## src/rtl/border_frame_ctrl.sv

```systemverilog
// Frame buffer controller: loads one raster frame, presents it to an external datapath, drains the result.
// Optional build macro BORDER_FRAME_CNT_EN adds a 16-bit completed-frame counter output (frame_cnt).
module border_frame_ctrl #(
  parameter int WIDTH    = 9,
  parameter int HEIGHT   = 9,
  parameter int PROC_LAT = 1,
  localparam int SIZE    = WIDTH * HEIGHT
) (
  input  logic       clk,
  input  logic       rst,
  input  logic       s_valid,
  input  logic [7:0] s_data,
  output logic       s_ready,
  output logic [7:0] dp_in  [0:SIZE-1],
  input  logic [7:0] dp_out [0:SIZE-1],
  output logic       m_valid,
  output logic [7:0] m_data,
  input  logic       m_ready,
  output logic       m_last,
  output logic       busy
`ifdef BORDER_FRAME_CNT_EN
  ,
  output logic [15:0] frame_cnt
`endif
);

  localparam int IDX_W = (SIZE > 1) ? $clog2(SIZE) : 1;
  localparam logic [IDX_W-1:0] IDX_ZERO = IDX_W'(0);
  localparam logic [IDX_W-1:0] IDX_ONE  = IDX_W'(1);
  localparam logic [IDX_W-1:0] IDX_LAST = IDX_W'(SIZE - 1);
  localparam logic [3:0]       WCNT_END = 4'(PROC_LAT);

  typedef enum logic [1:0] {
    LOAD  = 2'd0,
    PROC  = 2'd1,
    DRAIN = 2'd2
  } state_t;

  state_t           state_q, state_d;
  logic [IDX_W-1:0] idx_q, idx_d;
  logic [3:0]       wcnt_q, wcnt_d;
  logic             s_ready_q, s_ready_d;
  logic [7:0]       in_buf_q  [0:SIZE-1];
  logic [7:0]       in_buf_d  [0:SIZE-1];
  logic [7:0]       res_buf_q [0:SIZE-1];
  logic [7:0]       res_buf_d [0:SIZE-1];
`ifdef BORDER_FRAME_CNT_EN
  logic [15:0]      frame_cnt_q, frame_cnt_d;
`endif

  // Next-state, index/wait counters and buffer updates for the LOAD/PROC/DRAIN sequence.
  always_comb begin
    state_d   = state_q;
    idx_d     = idx_q;
    wcnt_d    = wcnt_q;
    in_buf_d  = in_buf_q;
    res_buf_d = res_buf_q;
`ifdef BORDER_FRAME_CNT_EN
    frame_cnt_d = frame_cnt_q;
`endif
    case (state_q)
      LOAD: begin
        if (s_valid && s_ready_q) begin
          in_buf_d[idx_q] = s_data;
          if (idx_q == IDX_LAST) begin
            idx_d   = IDX_ZERO;
            wcnt_d  = 4'd0;
            state_d = PROC;
          end else begin
            idx_d = idx_q + IDX_ONE;
          end
        end else begin
          idx_d = idx_q;
        end
      end
      PROC: begin
        wcnt_d = wcnt_q + 4'd1;
        if (wcnt_q == WCNT_END) begin
          res_buf_d = dp_out;
          state_d   = DRAIN;
        end else begin
          state_d = PROC;
        end
      end
      DRAIN: begin
        if (m_ready) begin
          if (idx_q == IDX_LAST) begin
            idx_d   = IDX_ZERO;
            state_d = LOAD;
`ifdef BORDER_FRAME_CNT_EN
            frame_cnt_d = frame_cnt_q + 16'd1;
`endif
          end else begin
            idx_d = idx_q + IDX_ONE;
          end
        end else begin
          idx_d = idx_q;
        end
      end
      default: begin
        state_d = LOAD;
        idx_d   = IDX_ZERO;
        wcnt_d  = 4'd0;
      end
    endcase
    // s_ready is registered so it never depends combinationally on the stream inputs.
    s_ready_d = (state_d == LOAD);
  end

  // State and buffer registers with synchronous reset that discards any partial frame.
  always_ff @(posedge clk) begin
    if (rst) begin
      state_q   <= LOAD;
      idx_q     <= IDX_ZERO;
      wcnt_q    <= 4'd0;
      s_ready_q <= 1'b0;
      in_buf_q  <= '{default: 8'd0};
      res_buf_q <= '{default: 8'd0};
`ifdef BORDER_FRAME_CNT_EN
      frame_cnt_q <= 16'd0;
`endif
    end else begin
      state_q   <= state_d;
      idx_q     <= idx_d;
      wcnt_q    <= wcnt_d;
      s_ready_q <= s_ready_d;
      in_buf_q  <= in_buf_d;
      res_buf_q <= res_buf_d;
`ifdef BORDER_FRAME_CNT_EN
      frame_cnt_q <= frame_cnt_d;
`endif
    end
  end

  assign s_ready = s_ready_q;
  assign dp_in   = in_buf_q;
  assign m_valid = (state_q == DRAIN);
  assign m_data  = (state_q == DRAIN) ? res_buf_q[idx_q] : 8'd0;
  assign m_last  = (state_q == DRAIN) && (idx_q == IDX_LAST);
  assign busy    = !((state_q == LOAD) && (idx_q == IDX_ZERO));
`ifdef BORDER_FRAME_CNT_EN
  assign frame_cnt = frame_cnt_q;
`endif

endmodule
```

## config.mk

```make
export PLATFORM = sky130hd
export DESIGN_NAME = border_frame_ctrl
export DESIGN_NICKNAME = d
export VERILOG_FILES = /design/src/rtl/border_frame_ctrl.sv
export SDC_FILE = /design/constraint.sdc
export NUM_CORES = 2
export LEC_CHECK = 0
export CELL_PAD_IN_SITES_DETAIL_PLACEMENT = 0
export CELL_PAD_IN_SITES_GLOBAL_PLACEMENT = 1
export CORE_AREA = 3 3 514 516
export CTS_CLUSTER_DIAMETER = 100
export DETAILED_ROUTE_END_ITERATION = 8
export DIE_AREA = 0 0 517 519
export GPL_TIMING_DRIVEN = 0
export PLACE_DENSITY_LB_ADDON = 0.1
export SLEW_MARGIN = 30
export SYNTH_ARGS = -nofsm -noshare
export SYNTH_HDL_FRONTEND = slang
export SYNTH_SLANG_ARGS = --single-unit
```

## constraint.sdc

```tcl
create_clock -name clk -period 3.08 [get_ports clk]
set_clock_uncertainty 0.1 [all_clocks]
set_input_delay 0.616 -clock clk [delete_from_list [all_inputs] [get_ports clk]]
set_output_delay 0.616 -clock clk [all_outputs]
set_load 0.1 [all_outputs]
```

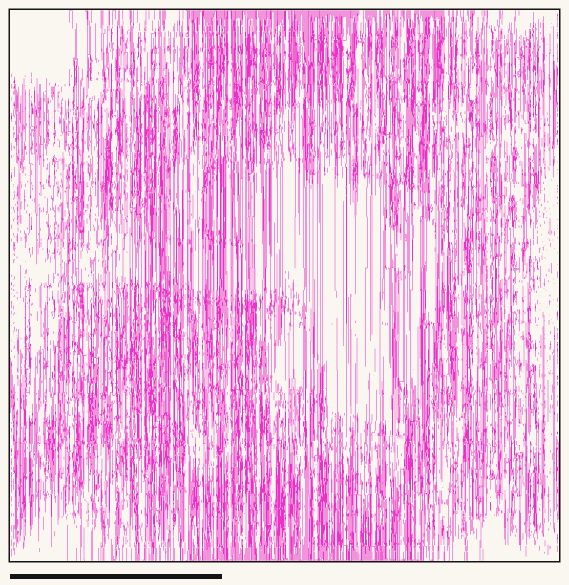
Figure 1: signal wires on met2.
The bar under the picture is 200 µm long.
7201 nets have wire on it. The longest straight run is 246 µm. The wires run mostly vertical.
GR met2 Demand/Resource: 0.4581
via count: 53980
Routed WL: 364300 µm

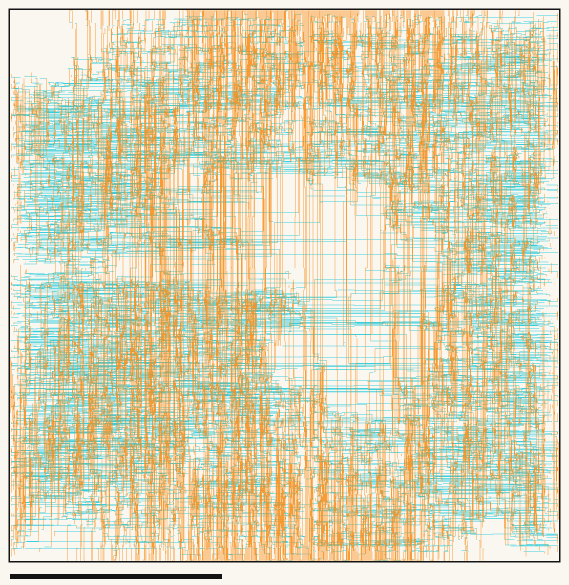
Figure 2: routed metal, one colour a layer.
The bar under the picture is 200 µm long. Two of the layers only.
met2: drawn in orange, wire length 180 mm. met1: drawn in cyan, wire length 147 mm.
DR WL/cell: 31.49 µm
GRT Resource Usage Total: 0.2600

==> deck_impl_summary.md <==
Synthesis and Place & Route Summary

GRT
  – Largest net degree at the start of global routing: 17

Clocking
  – Cts repair resizes: 770
  – Post-CTS Setup Bufs: 102
  – Clk root buf: clkbuf_16
  – Post-CTS Hold Buffers: 0

Outcome
  – Failing checks: negative setup slack
  – Status: finished, violations left

Placed design
  – DPL Wire Length: 288200 µm
  – DP Area: 0.06819 mm²

Setup path
  – Reg-to-reg slack, setup: 0.08 ns
  – Critical Path AT: 3.71 ns

Pwr
  – Psw: 10020 µW
  – Pleak: 0.02736 µW

Synth
  – FFs w/ async S/R, synth: 0

Layout
  – Final nets: 8692

Worst hold path
  – Worst Hold Launch: dp_out[366]

Final timing
  – Final setup margin: -1.349 ns
  – FMAX: 0.2258 GHz
  – Endpoints failing setup: 10

Routing
  – Antenna-violating nets left: 0
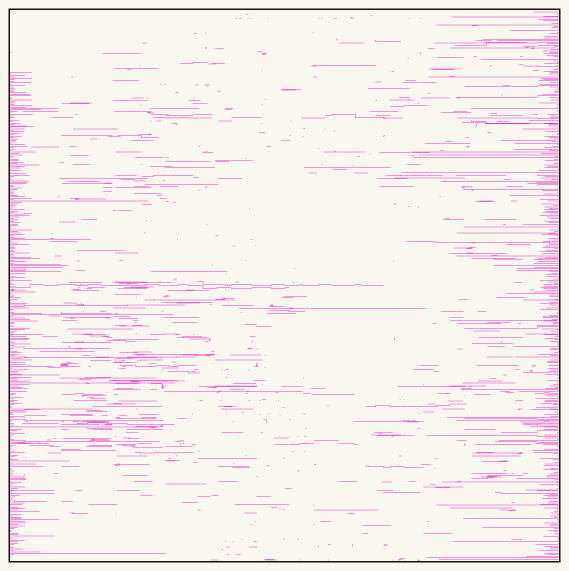
Figure 3: M3 wires.
The longest straight run is 176 µm. The wires run mostly horizontal. The layer carries 23.4 mm of wire. 1191 nets have wire on it. The layer holds 6.4% of the routed length.
met3 usage: 0.05148

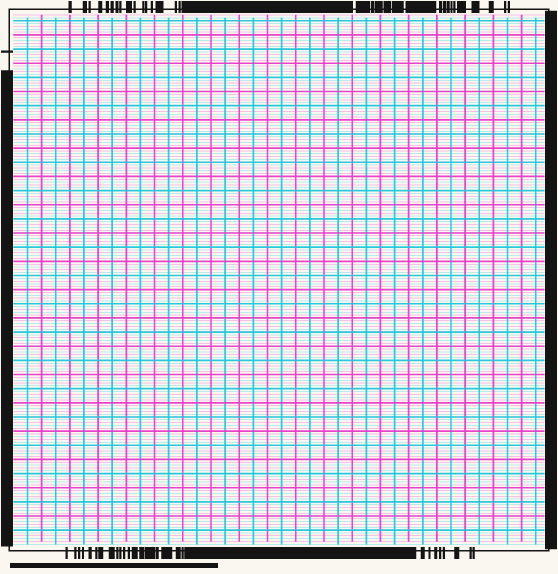
Figure 4: PDN straps and rails.
The bar under the picture is 200 µm long. Pins as bars on the die edge.
VDD: drawn in magenta. VSS: drawn in cyan.
188 met1 rails follow the rows. 1320 signal pins sit on the boundary. 37 straps on met4. The core has 187 rows.
Worst VDD drop: 536.5 µV
Die W: 517 µm
die height: 519 µm

## placed cells by master (no fill, tap or decap), drive strengths merged, types with 16 or more instances in the layout
cell / netlist / final
a22oi: 46 / 46
mux4: 53 / 53
nor2: 195 / 195
o22ai: 45 / 45
buf: 228 / 651
a21oi: 1233 / 1233
clkinv: 1 / 16
clkbuf: 319 / 563
a221oi: 53 / 53
o21ai: 189 / 189
mux2i: 238 / 238
dlygate4sd2: 0 / 365
clkdlybuf4s50: 0 / 651
diode: 0 / 24
nand2: 2098 / 2098
nand3: 261 / 261
dfxtp: 1310 / 1310
## layout make-up
class,count,area [µm²]
inverter,6,33.78
buffer,542,3359
sequential,1310,26240
tap,3402,4257
multi-input combinational,4558,23910
antenna,24,60.06
clock inverter,33,508.0
timing repair buffer,1445,12900
fill,28260,183600
clock buffer,246,4888
Power is estimated from default activity; no workload was simulated.
